===== src/rtl/clkdiv_ctrl_pkg.sv =====
`default_nettype none
// +----------------------------------------------------------------------+
// | clkdiv_ctrl_pkg : state encoding and constants for clkdiv_ctrl       |
// | Rev 1.0                                                              |
// +----------------------------------------------------------------------+
package clkdiv_ctrl_pkg;

  localparam logic [1:0] C_ST_OFF   = 2'd0;
  localparam logic [1:0] C_ST_GATE  = 2'd1;
  localparam logic [1:0] C_ST_RUN   = 2'd2;
  localparam logic [1:0] C_ST_DRAIN = 2'd3;

  typedef enum logic [1:0] {
    ST_OFF   = C_ST_OFF,
    ST_GATE  = C_ST_GATE,
    ST_RUN   = C_ST_RUN,
    ST_DRAIN = C_ST_DRAIN
  } state_t;

  // Ratios strictly below this value put the divider in bypass.
  localparam int unsigned C_BYPASS_LIMIT = 2;

endpackage
`default_nettype wire


===== src/rtl/clkdiv_ctrl_timer.sv =====
`default_nettype none
// +----------------------------------------------------------------------+
// | clkdiv_ctrl_timer : loadable down-counter, holds at zero, done flag  |
// | Rev 1.0                                                              |
// +----------------------------------------------------------------------+
module clkdiv_ctrl_timer #(
  parameter int WIDTH = 10
) (
  input  logic             i_ref_clk,
  input  logic             i_rst_n,
  input  logic             i_load,
  input  logic [WIDTH-1:0] i_load_val,
  output logic             o_done
);

  logic [WIDTH-1:0] r_count;

  always_ff @(posedge i_ref_clk or negedge i_rst_n) begin
    if (!i_rst_n) begin
      r_count <= '0;
    end else if (i_load) begin
      r_count <= i_load_val;
    end else if (r_count != '0) begin
      r_count <= r_count - WIDTH'(1);
    end
  end

  assign o_done = (r_count == '0);

endmodule
`default_nettype wire


===== src/rtl/clkdiv_ctrl.sv =====
`default_nettype none
// +----------------------------------------------------------------------+
// | clkdiv_ctrl : glitch-safe enable/ratio sequencer for a clock divider |
// | Rev 1.0                                                              |
// +----------------------------------------------------------------------+
module clkdiv_ctrl
  import clkdiv_ctrl_pkg::*;
#(
  parameter int RATIO_WIDTH   = 8,
  parameter int DEFAULT_RATIO = 8,
  parameter int SETTLE_CYCLES = 4
) (
  input  logic                   i_ref_clk,
  input  logic                   i_rst_n,
  input  logic                   i_enable,
  input  logic                   i_cfg_valid,
  input  logic [RATIO_WIDTH-1:0] i_cfg_ratio,
  output logic                   o_cfg_ready,
  input  logic                   i_div_clk,
  output logic                   o_clk_en,
  output logic [RATIO_WIDTH-1:0] o_div_ratio,
  output logic                   o_locked,
  output logic                   o_busy
);

  localparam int SETTLE_W = $clog2(SETTLE_CYCLES + 1);
  localparam int TIMER_W  = (RATIO_WIDTH + 2 > SETTLE_W) ? RATIO_WIDTH + 2 : SETTLE_W;

  localparam logic [TIMER_W-1:0]     C_SETTLE_LOAD = TIMER_W'(SETTLE_CYCLES - 1);
  localparam logic [TIMER_W-1:0]     C_DRAIN_LOAD  = TIMER_W'((1 << (RATIO_WIDTH + 1)) - 1);
  localparam logic [RATIO_WIDTH-1:0] C_DEFAULT     = RATIO_WIDTH'(DEFAULT_RATIO);
  localparam logic [RATIO_WIDTH-1:0] C_BYPASS      = RATIO_WIDTH'(C_BYPASS_LIMIT);

  state_t                 r_state, w_state_nxt;
  logic                   r_clk_en, w_clk_en_nxt;
  logic [RATIO_WIDTH-1:0] r_div_ratio, w_div_ratio_nxt;
  logic [RATIO_WIDTH-1:0] r_pend, w_pend_nxt;
  logic                   r_pend_vld, w_pend_vld_nxt;
  logic                   r_locked, w_locked_nxt;
  logic                   r_div_clk_q;
  logic                   w_accept, w_div_rise, w_bypass;
  logic                   w_tmr_load, w_tmr_done;
  logic [TIMER_W-1:0]     w_tmr_val, w_lock_load;

  assign o_cfg_ready = (r_state == ST_OFF) || (r_state == ST_RUN);
  assign o_busy      = (r_state == ST_GATE) || (r_state == ST_DRAIN);
  assign o_clk_en    = r_clk_en;
  assign o_div_ratio = r_div_ratio;
  assign o_locked    = r_locked;

  assign w_accept    = i_cfg_valid && o_cfg_ready;
  assign w_div_rise  = i_div_clk && !r_div_clk_q;
  assign w_bypass    = (r_div_ratio < C_BYPASS);
  // Lock lands `ratio` cycles after the enable rise: load ratio-1 on RUN entry.
  assign w_lock_load = w_bypass ? '0 : (TIMER_W'(r_div_ratio) - TIMER_W'(1));

  clkdiv_ctrl_timer #(
    .WIDTH (TIMER_W)
  ) u_timer (
    .i_ref_clk  (i_ref_clk),
    .i_rst_n    (i_rst_n),
    .i_load     (w_tmr_load),
    .i_load_val (w_tmr_val),
    .o_done     (w_tmr_done)
  );

  always_ff @(posedge i_ref_clk or negedge i_rst_n) begin
    if (!i_rst_n) begin
      r_state     <= ST_OFF;
      r_clk_en    <= 1'b0;
      r_div_ratio <= C_DEFAULT;
      r_pend      <= C_DEFAULT;
      r_pend_vld  <= 1'b0;
      r_locked    <= 1'b0;
      r_div_clk_q <= 1'b0;
    end else begin
      r_state     <= w_state_nxt;
      r_clk_en    <= w_clk_en_nxt;
      r_div_ratio <= w_div_ratio_nxt;
      r_pend      <= w_pend_nxt;
      r_pend_vld  <= w_pend_vld_nxt;
      r_locked    <= w_locked_nxt;
      r_div_clk_q <= i_div_clk;
    end
  end

  always_comb begin
    w_state_nxt     = r_state;
    w_clk_en_nxt    = r_clk_en;
    w_div_ratio_nxt = r_div_ratio;
    w_pend_nxt      = r_pend;
    w_pend_vld_nxt  = r_pend_vld;
    w_locked_nxt    = r_locked;
    w_tmr_load      = 1'b0;
    w_tmr_val       = '0;

    case (r_state)
      ST_OFF: begin
        w_clk_en_nxt = 1'b0;
        w_locked_nxt = 1'b0;
        if (w_accept) begin
          w_div_ratio_nxt = i_cfg_ratio;
        end
        if (i_enable) begin
          w_state_nxt = ST_GATE;
          w_tmr_load  = 1'b1;
          w_tmr_val   = C_SETTLE_LOAD;
        end
      end

      ST_GATE: begin
        if (!i_enable) begin
          w_state_nxt = ST_OFF;
        end else if (w_tmr_done) begin
          w_state_nxt  = ST_RUN;
          w_clk_en_nxt = 1'b1;
          w_locked_nxt = w_bypass;
          w_tmr_load   = 1'b1;
          w_tmr_val    = w_lock_load;
        end
      end

      ST_RUN: begin
        if (w_accept || !i_enable) begin
          w_state_nxt  = ST_DRAIN;
          w_locked_nxt = 1'b0;
          w_tmr_load   = 1'b1;
          w_tmr_val    = C_DRAIN_LOAD;
          if (w_accept) begin
            w_pend_nxt     = i_cfg_ratio;
            w_pend_vld_nxt = 1'b1;
          end
        end else if (w_tmr_done) begin
          w_locked_nxt = 1'b1;
        end
      end

      ST_DRAIN: begin
        w_locked_nxt = 1'b0;
        // Gate and reload only at a phase boundary (or bypass / timeout).
        if (w_bypass || w_div_rise || w_tmr_done) begin
          w_clk_en_nxt   = 1'b0;
          w_pend_vld_nxt = 1'b0;
          if (r_pend_vld) begin
            w_div_ratio_nxt = r_pend;
          end
          if (i_enable) begin
            w_state_nxt = ST_GATE;
            w_tmr_load  = 1'b1;
            w_tmr_val   = C_SETTLE_LOAD;
          end else begin
            w_state_nxt = ST_OFF;
          end
        end
      end

      default: begin
        w_state_nxt = ST_OFF;
      end
    endcase
  end

endmodule
`default_nettype wire


===== config.mk =====
export PLATFORM = sky130hd
export DESIGN_NAME = clkdiv_ctrl
export DESIGN_NICKNAME = d
export VERILOG_FILES = /design/src/rtl/clkdiv_ctrl_pkg.sv /design/src/rtl/clkdiv_ctrl_timer.sv /design/src/rtl/clkdiv_ctrl.sv
export SDC_FILE = /design/constraint.sdc
export NUM_CORES = 1
export LEC_CHECK = 0
export CAP_MARGIN = 40
export CORE_MARGIN = 5
export CORE_UTILIZATION = 36
export CTS_BUF_LIST = sky130_fd_sc_hd__clkbuf_4 sky130_fd_sc_hd__clkbuf_8 sky130_fd_sc_hd__clkbuf_16
export DETAILED_ROUTE_END_ITERATION = 16
export HOLD_SLACK_MARGIN = 0.02
export PLACE_DENSITY = 0.61
export SLEW_MARGIN = 5
export SYNTH_ARGS = -nofsm -noshare
export SYNTH_HDL_FRONTEND = slang
export SYNTH_SLANG_ARGS = --single-unit
export TNS_END_PERCENT = 10

===== constraint.sdc =====
create_clock -name i_ref_clk -period 3.13 [get_ports i_ref_clk]
set_input_delay 0.313 -clock i_ref_clk [delete_from_list [all_inputs] [get_ports i_ref_clk]]
set_output_delay 0.313 -clock i_ref_clk [all_outputs]
set_load 0.005 [all_outputs]

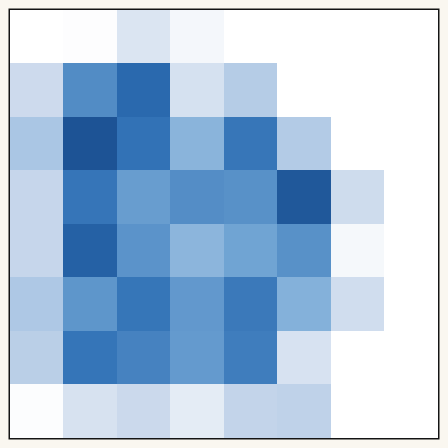
Fig. 1. Placement density heat map (run 1).
8 x 8 tiles, from white (low) to dark blue (high), 0 to 100% covered.
nearly empty tiles = 30%
mean over tiles = 32%
emptiest ninth of the die = top right

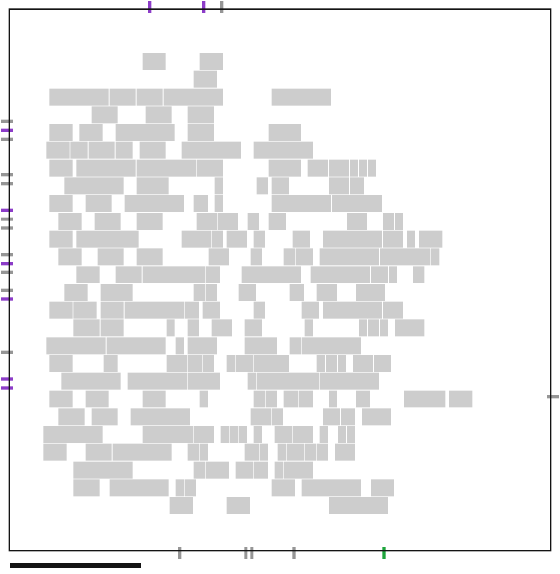
Fig. 2. Ports around the boundary (run 1).
Bar = 20 um. Pins as bars across the die edge, other pins in gray.
`i_cfg_ratio` -> purple  # pins 8, direction input, edge 6 left, 2 top
`i_enable` -> green  # pins 1, direction input, edge bottom
all pins by edge = 16 left, 5 bottom, 3 top, 1 right

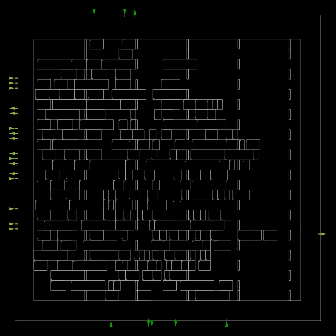
Fig. 3. Placement view (run 1).
CORE AREA: 5110 um2
# rows: 26
final non-filler cell total: 273
final design utilization: 44.9%
Flop Count: 32

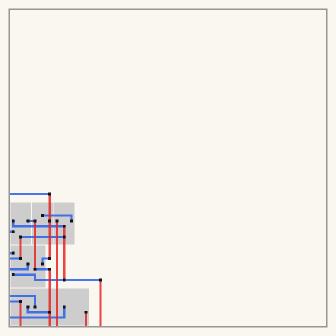
Fig. 4. Layout detail (run 1).
Region (52, 52) to (72, 72) um. Cells in gray, sequential cells in the stronger gray; small squares are vias.
M1 -> blue
M2 -> red
cells with their middle in the window = 5
sequential cells in the window = 0
most frequent = nor2_1 (2)

==> impl_metrics.py, run 1 <==
# Flow results
metrics = {
    "sta": {
        "finalClockPeriodUsage_pct": 67.1,
        "hold_viol": 0,
        "setup_tns_ps": 0,
        "relSlewSlack_pct": 68.9,
        "tightest_slew_ps": 465,
        "skew_ps": 7.04,
        "fmax_ghz": 0.476,
        "rsz0062_at_grt": "false",
        "min_period_ps": 2100,
        "setup_viol": 0,
        "final-max-slew-violation-count": 0,
    },
    "layout": {
        "final_nets": 218,
        "design_area_um2": 2290,
        "layout-drive-gt1-share_pct": 21.2,
        "diodes": 0,
        "syn_to_final_growth_pct": 20.6,
    },
    "yosys": {
        "synth_area_leader_cell": "dfrtp_1",
        "yosys_cells": 175,
        "ff_type": "dfrtp_1",
        "synth_area_um2": 1900,
        "synth_flop_count": 32,
        "ys_chip_area_um2": 1900,
        "synth_area_per_cell_um2": 10.9,
        "ys.warnings.count": 0,
        "syn-num-nets": 191,
        "area_leaders": "dfrtp_1 (39%), mux2_2 (12%), xnor2_1 (3.7%), dfstp_2 (2.8%), a21oi_1 (2.6%)",
        "postSynthSeqShare_pct": 42.2,
        "netlist.area_leader.share_pct": 39.5,
        "synth-async-reset-ratio_pct": 100,
        "synth_cell_types": 46,
        "synthMostInstantiatedCell": "dfrtp_1",
        "synthCells": 175,
        "edf_count": 0,
        "synthTopCellsByCount": "dfrtp_1 (30), mux2_2 (20), nor2_1 (13)",
    },
    "job": {
        "tool_warnings": 27,
        "cap_violations": 0,
    },
    "clocking": {
        "clkSinkCount": 32,
        "post_cts_resized": 0,
        "ctsRootBufferMaster": "clkbuf_8",
        "clockBufferDepth": 2,
        "cts_buffers": 5,
        "cts_tree": "yes",
        "htree_num_levels": 2,
        "cts_setup_buffers": 0,
        "clkTransAtPathRegs_ps": 70,
        "clock.latency.late_pin_ps": 280,
        "cts-hold-fix-buffers": 0,
    },
    "power_and_ir_drop": {
        "p_sw_uw": 777,
        "p_comb_share_pct": 44.2,
        "sw_frac_of_total_pct": 37.8,
        "power_frac_seq_pct": 39.5,
        "p_leak_nw": 0.962,
        "p_per_area_nw_per_um2": 896,
        "p_int_mw": 1.28,
        "clockPowerShare_pct": 16.3,
        "ir_drop_mv": 0.499,
    },
    "critical_path": {
        "timing.reg2reg.setup_slack_ps": 1030,
        "cp_slowest_stage_delay_ps": 500,
        "crit_chain": "nor4_2 > a21oi_2 > a311oi_4 > nor4b_2 > o21ai_1",
        "critPathMaxFanout": 9,
        "crit_type": "flip-flop to flip-flop",
        "crit_path_start": "o_div_ratio[6]",
        "path_delay_family": "AND-OR/OR-AND gates",
        "r2r_end": "u_timer.r_count[1]",
        "r2r-start": "o_div_ratio[6]",
        "worstRegToRegCells": 5,
        "cp_data_arrival_time_ps": 2260,
        "required_ps": 3290,
        "worst-path-buf-inv": 0,
        "endpoint_kind": "flip-flop",
        "cp-start-kind": "flip-flop",
        "slowest_stage": "a311oi_4",
    },
    "place": {
        "io_buffers": 24,
        "post_dp_cell_area_um2": 2200,
        "place.gp.congestion": 0.781,
        "dp_cells": 265,
        "hpwl_um": 2890,
    },
    "die": {
        "ios": 25,
        "die_w_um": 82.7,
        "chipArea_um2": 6840,
        "fp-utilization_pct": 37.2,
        "dieHeight_um": 82.7,
    },
    "drt": {
        "drt_iter0_markers": 56,
        "dr.pass1.iters": 4,
        "route.detailed.drc": 0,
        "antenna_violating_nets_post_route": 0,
        "viasPerCell": 4.99,
        "wirelength_um": 3850,
        "wire_per_inst_um": 14.1,
        "vias": 1361,
    },
    "worst_hold_path": {
        "min_path_type": "input port to asynchronous set/reset pin",
    },
    "grt": {
        "grt_pass1_wl_um": 6580,
        "grt_overflow": 0,
        "antenna_found_initial": 0,
        "grt_pass1_vias": 1381,
        "grtUsageTotal_pct": 12.8,
        "grt_max_degree": 33,
    },
    "run_status": {
        "status": "finished, final reports clean",
    },
}
==> run 1: worst reg2reg max path, cell delays in order (launching register included) <==
cell      delay [ps]
dfrtp_1          440
nor4_2           480
a21oi_2          200
a311oi_4         500
nor4b_2          270
o21ai_1           90
==> run 1: metrics by stage <==
| step | total power, mW | util, % | setup slack [ps] | hold slack [ps] |
|---|---|---|---|---|
| after floorplan | 1.44 | - | 1260 | 17.4 |
| after global placement | 1.72 | 43.0 | 892 | 483 |
| after detailed placement | 1.73 | 43.0 | 848 | 492 |
| after CTS | 2.08 | 44.9 | 1030 | 423 |
| after global routing | 2.22 | 44.9 | 874 | 457 |
| final | 2.06 | 44.9 | 1030 | 422 |
==> run 1: power by group through the flow <==
stage                     sequential, mW  combinational (mW)  clock [mW]
final                              0.813               0.908       0.335
after CTS                          0.812               0.919       0.348
after global routing               0.845                1.01       0.362
after floorplan                    0.762               0.674           0
after detailed placement           0.817               0.910           0
after global placement             0.819               0.902           0
==> run 1: per-layer routing <==
| metal | vias up | part of all wire (%) | GRT usage, % | wire length (um) |
|---|---|---|---|---|
| met5 | - | 0 | 0 | 0 |
| met2 | 34 | 44 | 19.6 | 1710 |
| met4 | 0 | 1.4 | 5.39 | 52 |
| met3 | 4 | 4.0 | 3.15 | 152 |
| li1 | 685 | - | - | - |
| met1 | 638 | 50 | 17.1 | 1930 |
==> run 1: placed cells by master (no fill, tap or decap), types with 5 or more instances in the layout <==
master,n
dfrtp_1,30
clkdlybuf4s50_1,24
mux2_2,20
nor2_1,13
nand2_1,12
a21oi_1,10
xnor2_1,8
inv_1,7
nor3_1,6
clkbuf_8,6
o21ai_0,5
mux2i_1,5
==> run 1: flip-flops by register name, indices dropped and copies added (netlist names), named ones only <==
name             count
u_timer.r_count     10
o_div_ratio          8
r_pend               8
o_clk_en             1
o_locked             1
r_div_clk_q          1
r_pend_vld           1
r_state              1
==> run 1: worst max path at each step <==
stage                          to  cells after the start
4_1_cts        u_timer.r_count[1]                      5
2_1_floorplan  u_timer.r_count[1]                      5
3_3_place_gp   u_timer.r_count[1]                      6
5_1_grt        u_timer.r_count[1]                      5
6_report       u_timer.r_count[1]                      5
3_5_place_dp   u_timer.r_count[1]                      6
==> run 1: cells by family after synthesis <==
| family | after synthesis | share of synthesized area [%] |
|---|---|---|
| buffers and inverters | 12 | 3.55 |
| XOR/XNOR | 12 | 5.53 |
| flip-flops | 32 | 42.2 |
| AND/OR/NAND/NOR | 57 | 18.7 |
| adder cells (fa/ha/maj) | 3 | 1.97 |
| AND-OR/OR-AND | 34 | 13.6 |
| multiplexers | 25 | 14.5 |
==> run 1: area by class of cell <==
| class | instances | area (um2) |
|---|---|---|
| multi-input combinational | 131 | 1030 |
| timing repair buffer | 25 | 248 |
| inverter | 7 | 26.3 |
| sequential | 32 | 803 |
| fill | 503 | 2810 |
| tap | 70 | 87.6 |
| clock inverter | 1 | 7.51 |
| clock buffer | 7 | 90.1 |
Fig. 5: run 1, cells by drive strength
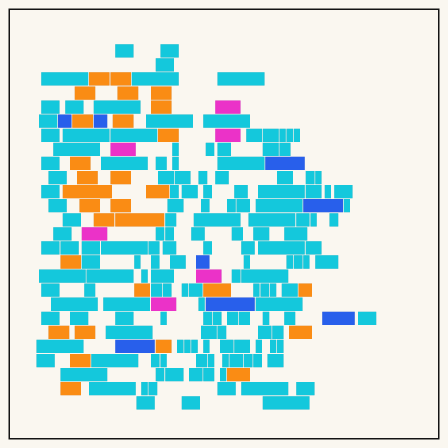

==> run 2: changes to the inputs <==
==> constraint.sdc (replaced) <==
create_clock -name i_ref_clk -period 2.1 [get_ports i_ref_clk]
set_input_delay 0.21 -clock i_ref_clk [delete_from_list [all_inputs] [get_ports i_ref_clk]]
set_output_delay 0.21 -clock i_ref_clk [all_outputs]
set_load 0.005 [all_outputs]
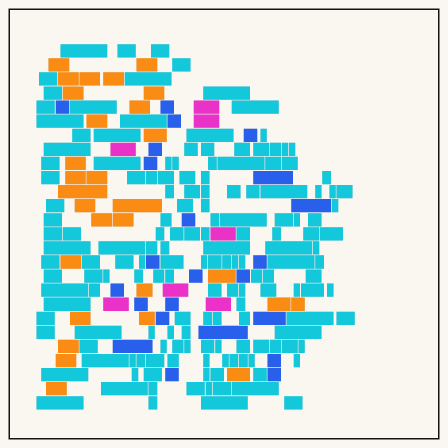
Fig. 6. Cells by drive strength (run 2).
x3 and x4 -> blue  # cells 23, share 11%
x1 and smaller -> cyan  # cells 160, share 73%
x6 and larger -> magenta  # cells 7, share 3.2%
x2 -> orange  # cells 29, share 13%

==> run 2 against run 1 <==
Area after synthesis unchanged. Highest routed layer unchanged. Setup slack got worse by 840 ps. Wire length increased by 3.5%. Worst hold slack got worse by 97 ps. Largest cell class unchanged.
==> impl_metrics.py, run 2 <==
# Flow results
metrics = {
    "run_status": {
        "status": "finished, final reports clean",
    },
    "critical_path": {
        "endpoint_kind": "flip-flop",
        "crit_path_start": "u_timer.r_count[2]",
        "crit_type": "flip-flop to flip-flop",
        "critPathMaxFanout": 8,
        "timing.reg2reg.setup_slack_ps": 190,
        "required_ps": 2270,
        "r2r-start": "u_timer.r_count[2]",
        "cp_data_arrival_time_ps": 2070,
        "cp-start-kind": "flip-flop",
    },
    "clocking": {
        "cts_setup_buffers": 0,
        "clkTransAtPathRegs_ps": 60,
        "clock.latency.late_pin_ps": 280,
        "clkSinkCount": 32,
        "cts_buffers": 5,
        "cts-hold-fix-buffers": 0,
        "clockBufferDepth": 2,
        "ctsRootBufferMaster": "clkbuf_8",
        "cts_tree": "yes",
        "post_cts_resized": 0,
        "htree_num_levels": 2,
    },
    "job": {
        "cap_violations": 0,
        "tool_warnings": 27,
    },
    "yosys": {
        "ys_chip_area_um2": 1900,
        "area_leaders": "dfrtp_1 (39%), mux2_2 (12%), xnor2_1 (3.7%), dfstp_2 (2.8%), a21oi_1 (2.6%)",
        "synth_area_per_cell_um2": 10.9,
        "netlist.area_leader.share_pct": 39.5,
        "synth_area_um2": 1900,
        "synthMostInstantiatedCell": "dfrtp_1",
        "synth_cell_types": 46,
        "synthTopCellsByCount": "dfrtp_1 (30), mux2_2 (20), nor2_1 (13)",
        "syn-num-nets": 191,
        "synth_area_leader_cell": "dfrtp_1",
        "synth-async-reset-ratio_pct": 100,
        "yosys_cells": 175,
        "edf_count": 0,
        "ys.warnings.count": 0,
        "ff_type": "dfrtp_1",
        "synthCells": 175,
        "synth_flop_count": 32,
        "postSynthSeqShare_pct": 42.2,
    },
    "drt": {
        "drt_iter0_markers": 56,
        "wirelength_um": 3980,
        "route.detailed.drc": 0,
        "viasPerCell": 4.84,
        "wire_per_inst_um": 13.8,
        "vias": 1399,
        "dr.pass1.iters": 4,
        "antenna_violating_nets_post_route": 0,
    },
    "place": {
        "io_buffers": 24,
        "place.gp.congestion": 0.755,
        "dp_cells": 280,
        "hpwl_um": 3030,
    },
    "die": {
        "core-area_um2": 5110,
        "die_w_um": 82.7,
        "rows": 26,
        "ios": 25,
        "dieHeight_um": 82.7,
        "chipArea_um2": 6840,
        "fp-utilization_pct": 37.2,
    },
    "sta": {
        "tightest_slew_ps": 434,
        "hold_viol": 0,
        "relSlewSlack_pct": 70.8,
        "setup_viol": 0,
        "min_period_ps": 1910,
        "finalClockPeriodUsage_pct": 90.9,
        "rsz0062_at_grt": "false",
        "fmax_ghz": 0.524,
        "final-max-slew-violation-count": 0,
        "skew_ps": 3.70,
        "setup_tns_ps": 0,
    },
    "layout": {
        "most-common-layout-cells": "dfrtp_1 (30), clkdlybuf4s50_1 (24), mux2_2 (20)",
        "syn_to_final_growth_pct": 27.2,
        "regMostFlops": "u_timer.r_count",
        "diodes": 0,
        "layout-drive-gt1-share_pct": 26.9,
        "fin_util_pct": 47.4,
        "final_cells": 289,
        "largest_reg_flops": 10,
        "final_nets": 234,
        "mostFrequentLayoutCell": "dfrtp_1",
    },
    "power_and_ir_drop": {
        "p_per_area_nw_per_um2": 1340,
        "ir_drop_mv": 0.657,
        "p_leak_nw": 1.05,
    },
    "grt": {
        "grt_overflow": 0,
        "grt_max_degree": 33,
        "antenna_found_initial": 0,
        "grtUsageTotal_pct": 13.7,
        "grt_pass1_vias": 1460,
        "grt_pass1_wl_um": 7070,
    },
    "worst_hold_path": {
        "min_path_type": "input port to asynchronous set/reset pin",
    },
}
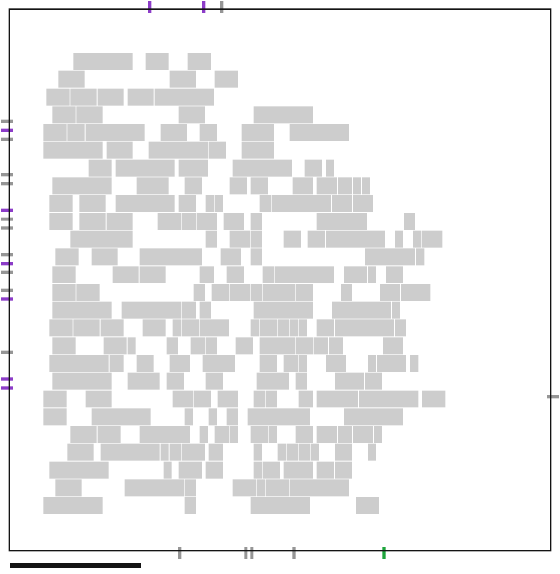
Fig. 7. Ports around the boundary (run 2).
Bar = 20 um. Pins as bars across the die edge, other pins in gray.
`i_cfg_ratio` -> purple  # pins 8, direction input, edge 6 left, 2 top
`i_enable` -> green  # pins 1, direction input, edge bottom
all pins by edge = 16 left, 5 bottom, 3 top, 1 right

run 2: layout make-up:
| cell class | count | area (um2) |
|---|---|---|
| fillers | 489 | 2690 |
| flip-flops and latches | 32 | 803 |
| well taps | 70 | 87.6 |
| inverters | 7 | 26.3 |
| multi-input cells | 131 | 1030 |
| clock buffers | 8 | 104 |
| repair buffers | 41 | 368 |
run 2: worst max-delay path: stages (launching register included):
cell and delay [ps]:
dfrtp_1 440, nor4_4 460, nand3_4 170, a21oi_2 250, a22oi_4 170, mux2_2 300
run 2: kinds of logic (layout without fill, tap and decap cells):
logic type / Yosys count / in the layout / share of synthesized area [%]
mux: 25 / 25 / 14.5
compound gates: 34 / 34 / 13.6
buf+inv: 12 / 56 / 3.55
simple gates: 57 / 57 / 18.7
fa+ha+maj: 3 / 3 / 1.97
flops: 32 / 32 / 42.2
xor+xnor: 12 / 12 / 5.53
run 2: per-stage QoR:
stage / power [mW] / hold slack [ps] / instance area, um2 / setup WS, ps
floorplan: 2.14 / -85.6 / 1900 / 235
global placement: 2.70 / 484 / 2310 / 156
detailed placement: 2.71 / 491 / 2310 / 138
CTS: 3.27 / 329 / 2410 / 140
global route: 3.51 / 360 / 2420 / 20.1
finish: 3.24 / 324 / 2420 / 192
run 2: power by group:
group	leakage, nW	internal (mW)	switching (mW)	total (mW)
combinational	0.593	0.847	0.716	1.56
sequential	0.399	0.896	0.252	1.15
clock	0.0549	0.312	0.220	0.532
total	1.05	2.05	1.19	3.24
run 2: final timing paths:
kind,end,cells past startpoint
max,o_div_ratio[4],5
min,o_div_ratio[4],2
max reg2reg,o_div_ratio[4],5
min reg2reg,o_locked,1
max in group asynchronous,o_div_ratio[3],2
min in group i_ref_clk,r_div_clk_q,1
run 2: metal layers:
metal	global-route usage (%)	routed length, um	vias to the layer above	part of all wire [%]
met2	21.3	1830	21	46
li1	-	-	718	-
met4	4.90	59	0	1.5
met1	18.1	1930	656	49
met5	0	0	-	0
met3	4.01	158	4	4.0
==> run 3: changes to the inputs <==
--- a/config.mk
+++ b/config.mk
@@ -5,6 +5,7 @@
 export SDC_FILE = /design/constraint.sdc
 export NUM_CORES = 1
 export LEC_CHECK = 0
+export ABC_CLOCK_PERIOD_IN_PS = 2100
 export CAP_MARGIN = 40
 export CORE_MARGIN = 5
 export CORE_UTILIZATION = 36
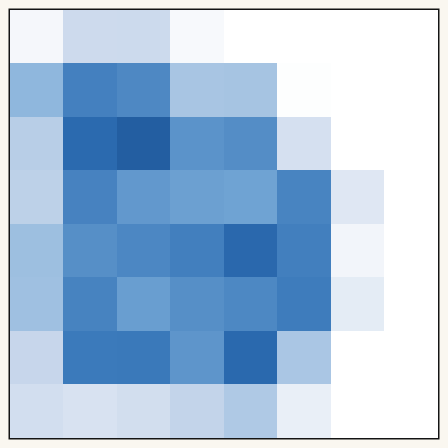
Fig. 8. Placement density heat map (run 3).
8 x 8 tiles, from white (low) to dark blue (high), 0 to 100% covered.
emptiest ninth of the die = top right
mean over tiles = 34%
fullest tile = 82%
nearly empty tiles = 25%
densest ninth of the die = middle
tiles over 75% full = 6.2%

==> run 3 against run 2 <==
Sequential share of layout area is the same. Clock power barely moved. Fmax did not move. Global-route usage is the same. Largest power group unchanged.
==> impl_metrics.py, run 3 <==
# Flow results
metrics = {
    "layout": {
        "regMostFlops": "u_timer.r_count",
        "largest_reg_flops": 10,
        "most-common-layout-cells": "dfrtp_1 (30), clkdlybuf4s50_1 (24), mux2_2 (20)",
        "mostFrequentLayoutCell": "dfrtp_1",
        "syn_to_final_growth_pct": 27.2,
        "final_cells": 289,
        "final_nets": 234,
        "diodes": 0,
        "layout-drive-gt1-share_pct": 26.9,
    },
    "sta": {
        "hold_viol": 0,
        "setup_tns_ps": 0,
        "tightest_slew_ps": 434,
        "rsz0062_at_grt": "false",
        "min_period_ps": 1910,
        "fmax_ghz": 0.524,
        "relSlewSlack_pct": 70.8,
    },
    "clocking": {
        "clkSinkCount": 32,
        "post_cts_resized": 0,
        "clockBufferDepth": 2,
        "htree_num_levels": 2,
        "cts_tree": "yes",
        "clock.latency.late_pin_ps": 280,
        "cts_buffers": 5,
        "clkTransAtPathRegs_ps": 60,
    },
    "place": {
        "io_buffers": 24,
        "dp_cells": 280,
        "post_dp_cell_area_um2": 2310,
    },
    "die": {
        "die_w_um": 82.7,
        "ios": 25,
        "dieHeight_um": 82.7,
    },
    "yosys": {
        "synth-async-reset-ratio_pct": 100,
        "synthCells": 175,
        "ys_chip_area_um2": 1900,
        "ff_type": "dfrtp_1",
        "syn-num-nets": 191,
        "postSynthSeqShare_pct": 42.2,
        "synth_cell_types": 46,
        "netlist.area_leader.share_pct": 39.5,
        "yosys_cells": 175,
        "synth_flop_count": 32,
        "synth_area_leader_cell": "dfrtp_1",
        "synth_area_per_cell_um2": 10.9,
        "ys.warnings.count": 0,
    },
    "worst_hold_path": {
        "min_path_type": "input port to asynchronous set/reset pin",
    },
    "drt": {
        "vias": 1399,
        "dr.pass1.iters": 4,
        "viasPerCell": 4.84,
        "wirelength_um": 3980,
        "route.detailed.drc": 0,
    },
    "grt": {
        "grt_pass1_wl_um": 7070,
        "grt_pass1_vias": 1460,
        "grtUsageTotal_pct": 13.7,
        "grt_max_degree": 33,
        "grt_overflow": 0,
    },
    "critical_path": {
        "r2r_end": "o_div_ratio[4]",
        "cp_data_arrival_time_ps": 2070,
        "worstRegToRegCells": 5,
        "endpoint_kind": "flip-flop",
        "cp-start-kind": "flip-flop",
        "crit_type": "flip-flop to flip-flop",
    },
    "power_and_ir_drop": {
        "p_per_area_nw_per_um2": 1340,
        "p_leak_nw": 1.05,
    },
    "run_status": {
        "status": "finished, final reports clean",
    },
}
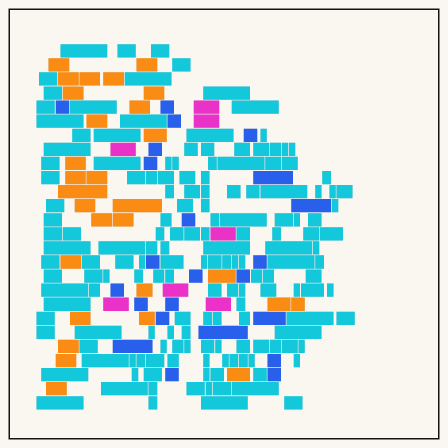
Fig. 9. Cells by drive strength (run 3).
x6 and larger -> magenta  # cells 7, share 3.2%
x1 and smaller -> cyan  # cells 160, share 73%
x3 and x4 -> blue  # cells 23, share 11%
x2 -> orange  # cells 29, share 13%

[run 3: final cells by class]
class / instances / area, um2
inverters: 7 / 26.3
clock buffers: 8 / 104
flip-flops and latches: 32 / 803
well taps: 70 / 87.6
repair buffers: 41 / 368
fillers: 489 / 2690
multi-input cells: 131 / 1030
[run 3: metrics by stage]
| step | power, mW | hold slack [ps] |
|---|---|---|
| after floorplan | 2.14 | -85.6 |
| after global placement | 2.70 | 484 |
| after detailed placement | 2.71 | 491 |
| after CTS | 3.27 | 329 |
| after global routing | 3.51 | 360 |
| final | 3.24 | 324 |
[run 3: worst max-delay path, cell delays in order, from the launching register on]
cell and delay (ps):
dfrtp_1 440, nor4_4 460, nand3_4 170, a21oi_2 250
a22oi_4 170, mux2_2 300
[run 3: worst max-delay path by stage]
| stage | start | endpoint | slack, ps | depth (start not counted) |
|---|---|---|---|---|
| floorplan | o_div_ratio[6] | u_timer.r_count[1] | 230 | 5 |
| global placement | i_cfg_valid | u_timer.r_count[1] | 160 | 6 |
| finish | u_timer.r_count[2] | o_div_ratio[4] | 190 | 5 |
| CTS | u_timer.r_count[3] | o_div_ratio[5] | 140 | 5 |
| detailed placement | u_timer.r_count[5] | o_div_ratio[4] | 140 | 5 |
| global route | u_timer.r_count[2] | u_timer.r_count[1] | 20 | 5 |
[run 3: cells by family (layout without fill, tap and decap cells)]
kind of cell | Yosys count | count (layout) | share of synthesized area (%)
adders and majority gates | 3 | 3 | 1.97
muxes | 25 | 25 | 14.5
buffers and inverters | 12 | 56 | 3.55
DFF | 32 | 32 | 42.2
xor gates and xnor gates | 12 | 12 | 5.53
and+or+nand+nor | 57 | 57 | 18.7
AOI/OAI and AO/OA | 34 | 34 | 13.6
[run 3: per-layer routing]
layer	up-vias	track usage, %	share of wire, %
met4	0	4.90	1.5
met2	21	21.3	46
met5	-	0	0
li1	718	-	-
met3	4	4.01	4.0
met1	656	18.1	49
[run 3: repair_timing]
item                       CTS  global route
setup endpoints to repair    0             5
hold buffers                 0             0
buffers inserted             0             1
[run 3: power by group]
group / internal, mW / switching (mW) / total [mW]
clock: 0.312 / 0.220 / 0.532
combinational: 0.847 / 0.716 / 1.56
sequential: 0.896 / 0.252 / 1.15
total: 2.05 / 1.19 / 3.24
Power is estimated from default activity; no workload was simulated.
